==> run_1/placed.png <==
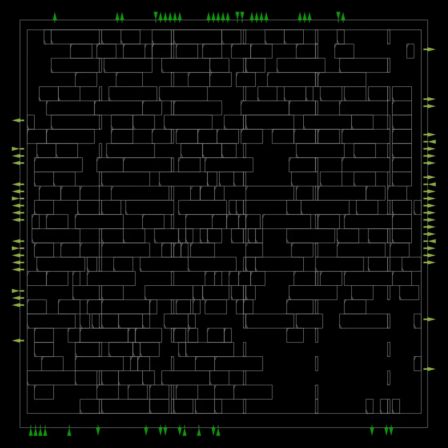
==> run_1/m3.png <==
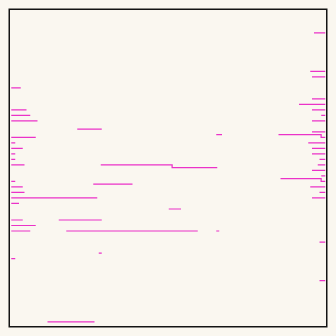
==> run_1/clock_wires.png <==
Scale bar: 20 microns.
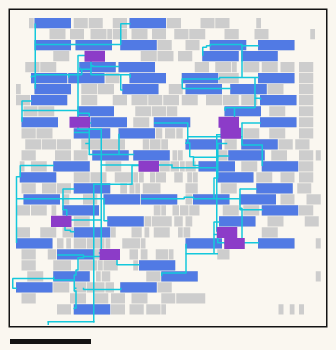
<file path="config.mk">
export PLATFORM = sky130hd
export DESIGN_NAME = a2d_sequencer
export DESIGN_NICKNAME = d
export VERILOG_FILES = /design/src/rtl/a2d_sequencer.sv
export SDC_FILE = /design/constraint.sdc
export NUM_CORES = 1
export LEC_CHECK = 0
export ABC_AREA = 0
export CAP_MARGIN = 20
export CORE_UTILIZATION = 46
export CTS_CLUSTER_DIAMETER = 30
export CTS_CLUSTER_SIZE = 14
export DETAILED_ROUTE_END_ITERATION = 8
export MAX_ROUTING_LAYER = met4
export PLACE_DENSITY = 0.79
export SYNTH_ARGS = -nofsm -noshare
export SYNTH_HDL_FRONTEND = slang
export SYNTH_SLANG_ARGS = --single-unit
</file>
<file path="constraint.sdc">
create_clock -name clk -period 3.1 [get_ports clk]
set_input_delay 0.775 -clock clk [delete_from_list [all_inputs] [get_ports clk]]
set_output_delay 0.775 -clock clk [all_outputs]
set_load 0.005 [all_outputs]
</file>
<file path="src/rtl/a2d_sequencer.sv">
// a2d_sequencer: round-robin SPI ADC sequencer for batt/curr/brake/torque (ADC ch 0,1,3,4).
// Optional macro A2D_VALID_EN adds a sticky vld output once the first torque result lands.
module a2d_sequencer #(
  parameter int FAST_SIM = 1
) (
  input  logic        clk,
  input  logic        rst,
  output logic        wrt,
  output logic [15:0] cmd,
  input  logic        done,
  input  logic [15:0] rd_data,
  output logic [11:0] batt,
  output logic [11:0] curr,
  output logic [11:0] brake,
  output logic [11:0] torque
`ifdef A2D_VALID_EN
  ,
  output logic        vld
`endif
);

  typedef enum logic [2:0] {IDLE, CMD1, WAIT1, CMD2, WAIT2} state_t;

  state_t      state_q, state_d;
  logic [13:0] timer_q, timer_d;
  logic [1:0]  ptr_q, ptr_d;
  logic [11:0] batt_q, curr_q, brake_q, torque_q;
  logic        capture;
  logic        timeout;
  logic [2:0]  adc_ch;
  logic [15:0] cmd_w;
  logic        unused_rd;

  // Only the low 12 bits of the SPI word carry the conversion result.
  assign unused_rd = ^rd_data[15:12];

  assign timeout = (FAST_SIM != 0) ? (&timer_q[8:0]) : (&timer_q);

  always_comb begin
    case (ptr_q)
      2'd0:    adc_ch = 3'd0;
      2'd1:    adc_ch = 3'd1;
      2'd2:    adc_ch = 3'd3;
      default: adc_ch = 3'd4;
    endcase
  end

  assign cmd_w = {2'b00, adc_ch, 11'h000};

  always_comb begin
    state_d = state_q;
    timer_d = timer_q;
    ptr_d   = ptr_q;
    wrt     = 1'b0;
    cmd     = 16'h0000;
    capture = 1'b0;
    case (state_q)
      IDLE: begin
        if (timeout) begin
          state_d = CMD1;
          timer_d = '0;
        end else begin
          timer_d = timer_q + 14'd1;
        end
      end
      CMD1: begin
        wrt     = 1'b1;
        cmd     = cmd_w;
        state_d = WAIT1;
      end
      WAIT1: begin
        if (done) state_d = CMD2;
      end
      CMD2: begin
        wrt     = 1'b1;
        cmd     = cmd_w;
        state_d = WAIT2;
      end
      WAIT2: begin
        if (done) begin
          capture = 1'b1;
          ptr_d   = ptr_q + 2'd1;
          state_d = IDLE;
        end
      end
      default: state_d = IDLE;
    endcase
  end

  always_ff @(posedge clk or posedge rst) begin
    if (rst) begin
      state_q <= IDLE;
      timer_q <= '0;
      ptr_q   <= '0;
    end else begin
      state_q <= state_d;
      timer_q <= timer_d;
      ptr_q   <= ptr_d;
    end
  end

  always_ff @(posedge clk or posedge rst) begin
    if (rst) begin
      batt_q   <= '0;
      curr_q   <= '0;
      brake_q  <= '0;
      torque_q <= '0;
    end else if (capture) begin
      case (ptr_q)
        2'd0:    batt_q   <= rd_data[11:0];
        2'd1:    curr_q   <= rd_data[11:0];
        2'd2:    brake_q  <= rd_data[11:0];
        default: torque_q <= rd_data[11:0];
      endcase
    end
  end

  assign batt   = batt_q;
  assign curr   = curr_q;
  assign brake  = brake_q;
  assign torque = torque_q;

`ifdef A2D_VALID_EN
  logic vld_q;

  always_ff @(posedge clk or posedge rst) begin
    if (rst) begin
      vld_q <= 1'b0;
    end else if (capture && (ptr_q == 2'd3)) begin
      vld_q <= 1'b1;
    end
  end

  assign vld = vld_q;
`endif

endmodule

</file>
==> Table 3: Implementation characteristics, run 1 <==
Implementation parameters

Parameter                              Value

GRT
  Global-route usage over all layers    0.187
  First-pass GRT wire length    8200 microns

Status
  Result of the run    completed

Worst hold path
  Number of cells on the worst hold path    1
  Classification of the worst-slack hold path    reg2reg

Detailed routing
  Detailed-routed wire length on met2    2490 microns
  Iteration-0 DRC Markers    40

Synth
  Post-synthesis chip area from yosys    2660 sq um
  Per-instance average area after synthesis    13.4 sq um
  Leading cell type by number of instances after synthesis    dfrtp_1

Pwr
  Net switching share of the total power    0.255
  Total power of the final layout    1.93 mW
  Group drawing the most power    registers

Final timing
  Highest attainable clock frequency    387 MHz
  Final setup TNS    0 ns
  Max Clock Skew    0.0106 ns
  Minimum period implied by the final worst setup slack    2.58 ns

Clock tree
  Clock insertion delay at the later pin of the skew report    0.33 ns
  Clock tree from TritonCTS    yes

Finish
  Clock buffer instance count of the final layout    10
-- placed.png (at the start) --
Filler cells: 440
flip-flops: 62
Util after Layout: 0.641
fraction of area in registers: 0.437
filler-free cell count of the finished design: 346

-- m3.png (at the start) --
longest straight run: 32.2 microns
nets with wire on the layer: 46
main direction: horizontal

-- clock_wires.png (at the start) --
legend:
  purple:
    item: clock-net drivers
    count: 9
  blue:
    item: flip-flops
    count: 62
  cyan:
    item: clock wires
    length: 742 microns
flops lie: all over the die

==> run_1/util_map.png <==
The die is cut into 8 by 8 equal tiles; white is low, dark blue is high, 0 to 100% covered.
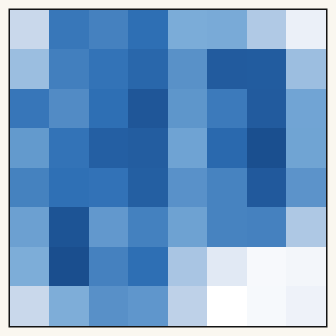

--- run 2 (diff from run 1) ---
==> constraint.sdc (replaced) <==
create_clock -name clk -period 2.5 [get_ports clk]
set_input_delay 0.625 -clock clk [delete_from_list [all_inputs] [get_ports clk]]
set_output_delay 0.625 -clock clk [all_outputs]
set_load 0.005 [all_outputs]
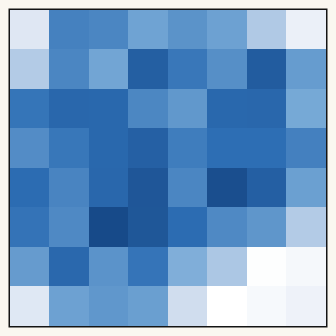
(run_2/util_map.png)
The die is cut into 8 by 8 equal tiles; white is low, dark blue is high, 0 to 100% covered.
mean over tiles: 58%
fullest tile: 90%
tiles over 75% full: 28%
nearly empty tiles: 3.1%
emptiest ninth of the die: bottom right

==> run 2 against run 1 <==
  * Via count down 0.23%
  * Routed wire length rose by 1.4%
  * Die area unchanged
  * Cell area is 1.3% higher
  * Clock power grew 21%
  * Global-route usage down 0.19 points
  * Count of clock-buffer cells in the layout up 2
  * Critical path depth decreased by 5
  * Power up 24%
  * Final cell count is 1.4% higher
  * Sequential cell count is the same
  * Largest power group unchanged
  * Highest routed layer unchanged
==> Table 3: Implementation characteristics, run 2 <==
Implementation parameters

Parameter                              Value

Pwr
  Total power of the final layout    2.38 mW
  Group drawing the most power    registers
  Share of power burned in registers    0.497
  Part of the total power dissipated in the clock network    0.364
  Net switching share of the total power    0.244
  Power density normalized to cell area    662 nW/um^2
  Sequential power    1.18 mW

Detailed routing
  Drt via density    4.89
  Post-detailed-route wirelength per cell    14.4 microns
  Iteration-0 DRC Markers    24
  Detailed-routed wire length on met2    2440 microns
  Final wirelength    5070 microns

Finish
  Util after Layout    0.650
  Fraction of area in registers    0.431
  Fraction of area in clock buffers and inverters    0.0553
  Multi-input combinational cell count    123
  Share of the final layout cell area in multi-input gates    0.280
  Clock buffer instance count of the final layout    12
  Post-route standard cell area excluding fillers    3600 sq um
  Logic area    1010 sq um
  Flip-flops    62
  Flop area    1550 sq um

Final timing
  Max Clock Skew    0.0127 ns
  Minimum period implied by the final worst setup slack    2.37 ns
  Highest attainable clock frequency    422 MHz
  Final setup TNS    0 ns

Die
  Number of rows in the core area    27
  Chip width    78.0 microns
  I/O Pins    84
  Initial Utilization    0.480

Worst hold path
  Number of cells on the worst hold path    1
  Classification of the worst-slack hold path    reg2reg

Clock tree
  Buffer count from post-CTS setup fixing    0
  Clock tree from TritonCTS    yes
  Clock insertion delay at the later pin of the skew report    0.33 ns

Synth
  Number of standard cells reported by yosys    198
  Cell accounting for the most synthesized area    dfrtp_1
  Leading cell type by number of instances after synthesis    dfrtp_1
  Post-synthesis chip area from yosys    2660 sq um
  Per-instance average area after synthesis    13.4 sq um

Job
  Max-cap check violation count    0

Worst setup path
  Top cell family by delay on the critical path    buffers and inverters
  Required arrival time at the worst endpoint    1.88 ns
  Max Fanout on Critical Path    8

GRT
  Global-route usage over all layers    0.185
  First-pass GRT wire length    8160 microns

Status
  Result of the run    completed

Placement
  Post-Place Setup Slack    0.0705 ns
  Area of placed instances    3390 sq um
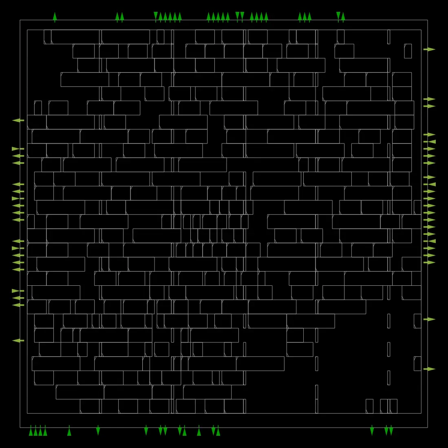
(run_2/placed.png)
Filler cells: 432
core area: 5540 sq um
filler-free cell count of the finished design: 351

==> run_2/clock_wires.png <==
Scale bar: 20 microns.
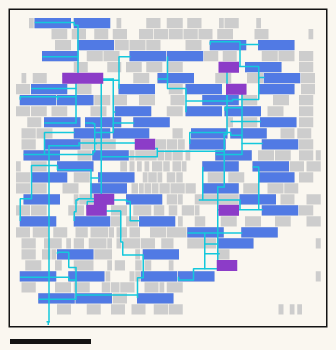

--- run 3 (diff from run 2) ---
--- a/config.mk
+++ b/config.mk
@@ -7,12 +7,12 @@
 export LEC_CHECK = 0
 export ABC_AREA = 0
 export CAP_MARGIN = 20
-export CORE_UTILIZATION = 46
+export CORE_UTILIZATION = 50
 export CTS_CLUSTER_DIAMETER = 30
 export CTS_CLUSTER_SIZE = 14
 export DETAILED_ROUTE_END_ITERATION = 8
 export MAX_ROUTING_LAYER = met4
-export PLACE_DENSITY = 0.79
+export PLACE_DENSITY = 0.85
 export SYNTH_ARGS = -nofsm -noshare
 export SYNTH_HDL_FRONTEND = slang
 export SYNTH_SLANG_ARGS = --single-unit
==> constraint.sdc (replaced) <==
create_clock -name clk -period 2.89 [get_ports clk]
set_input_delay 0.7225 -clock clk [delete_from_list [all_inputs] [get_ports clk]]
set_output_delay 0.7225 -clock clk [all_outputs]
set_load 0.005 [all_outputs]
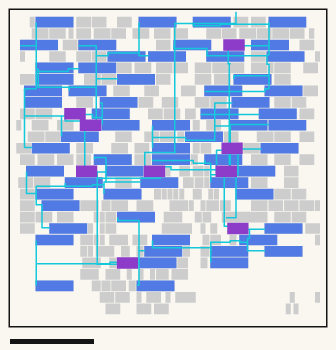
(run_3/clock_wires.png)
Scale bar: 20 microns.
legend:
  purple:
    item: clock-net drivers
    count: 9
  blue:
    item: flip-flops
    count: 62
  cyan:
    item: clock wires
    length: 722 microns
flops lie: all over the die
Max Clock Skew: 0.00738 ns
part of the total power dissipated in the clock network: 0.339
power of the clock network: 0.669 mW
clock insertion delay at the later pin of the skew report: 0.32 ns

==> run 3 against run 2 <==
  * First-iteration DRC count increased to 2.8 times the previous value
  * Highest routed layer unchanged
  * Die area decreased by 7.8%
  * Sequential share of layout area increased by 1.0 points
  * Synthesized cell count unchanged
==> Table 3: Implementation characteristics, run 3 <==
Implementation parameters

Parameter                              Value

Pwr
  Power density normalized to cell area    562 nW/um^2
  Group drawing the most power    registers
  Sequential power    1.02 mW
  Net switching share of the total power    0.245
  Total power of the final layout    1.98 mW
  Share of power burned in registers    0.518

Detailed routing
  Iteration-0 DRC Markers    66
  Drt via density    5.04
  Detailed-routed wire length on met2    2760 microns
  Post-detailed-route wirelength per cell    15.1 microns

Status
  Result of the run    completed

Worst setup path
  Top cell family by delay on the critical path    simple AND/OR/NAND/NOR gates
  Max Fanout on Critical Path    6
  Required arrival time at the worst endpoint    3.09 ns
  Most prevalent standard cell on the critical path    ha_1

Finish
  Flip-flops    62
  Fraction of area in registers    0.442
  Multi-input combinational cell count    123
  Most instantiated logic cell after routing    clkdlybuf4s50_1
  Flop area    1550 sq um
  Util after Layout    0.688
  Post-route standard cell area excluding fillers    3510 sq um
  Fraction of area in clock buffers and inverters    0.0467
  Filler cells    395
  Clock buffer instance count of the final layout    9
  Share of the final layout cell area in multi-input gates    0.283
  Logic area    996 sq um

Placement
  Post-Place Setup Slack    0.329 ns
  Area of placed instances    3350 sq um

Synth
  Number of standard cells reported by yosys    198
  Per-instance average area after synthesis    13.4 sq um
  Leading cell type by number of instances after synthesis    dfrtp_1
  Post-synthesis chip area from yosys    2660 sq um
  Combinational family with the most area after synthesis    multiplexers

GRT
  Busiest metal layer after global routing    met2
  Met1 track demand over resource in global routing    0.247
  Global-route usage over all layers    0.209

Clock tree
  Clock H-tree levels    3
  Buffer count from post-CTS setup fixing    0
  Clock tree from TritonCTS    yes

Die
  Core area    5110 sq um
  Number of rows in the core area    26
  Chip width    74.9 microns

Worst hold path
  Classification of the worst-slack hold path    reg2reg
  Number of cells on the worst hold path    1

Final timing
  Highest attainable clock frequency    392 MHz
  Minimum period implied by the final worst setup slack    2.55 ns
  Final setup TNS    0 ns
  Final setup slack of the worst path    0.338 ns
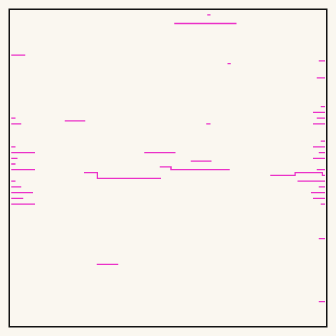
(run_3/m3.png)
longest straight run: 14.9 microns
main direction: horizontal
wire length on this layer: 156 microns
share of all routed wire: 3.0%
nets with wire on the layer: 36
met3 GRT Util: 0.0442
total number of vias: 1717
final wirelength: 5160 microns


==> layout pictures side by side <==
Ports around the boundary.
Pins as bars across the die edge, other pins in gray.
panel A
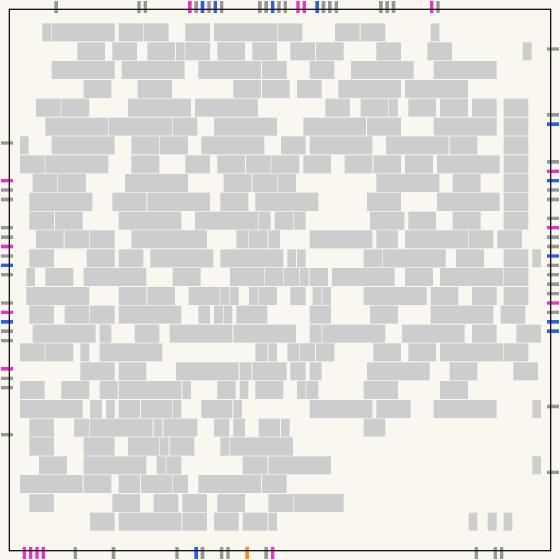
panel B
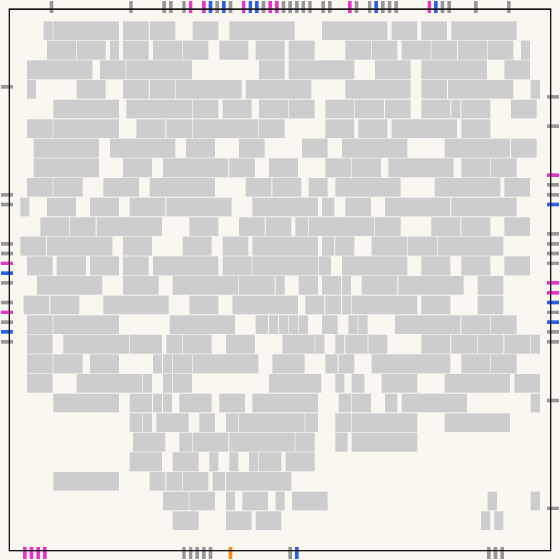
| picture | from |
|---|---|
| panel B | run 3 |
| panel A | run 1 |

Power figures rest on the tool's default switching activity, not on a simulated workload.
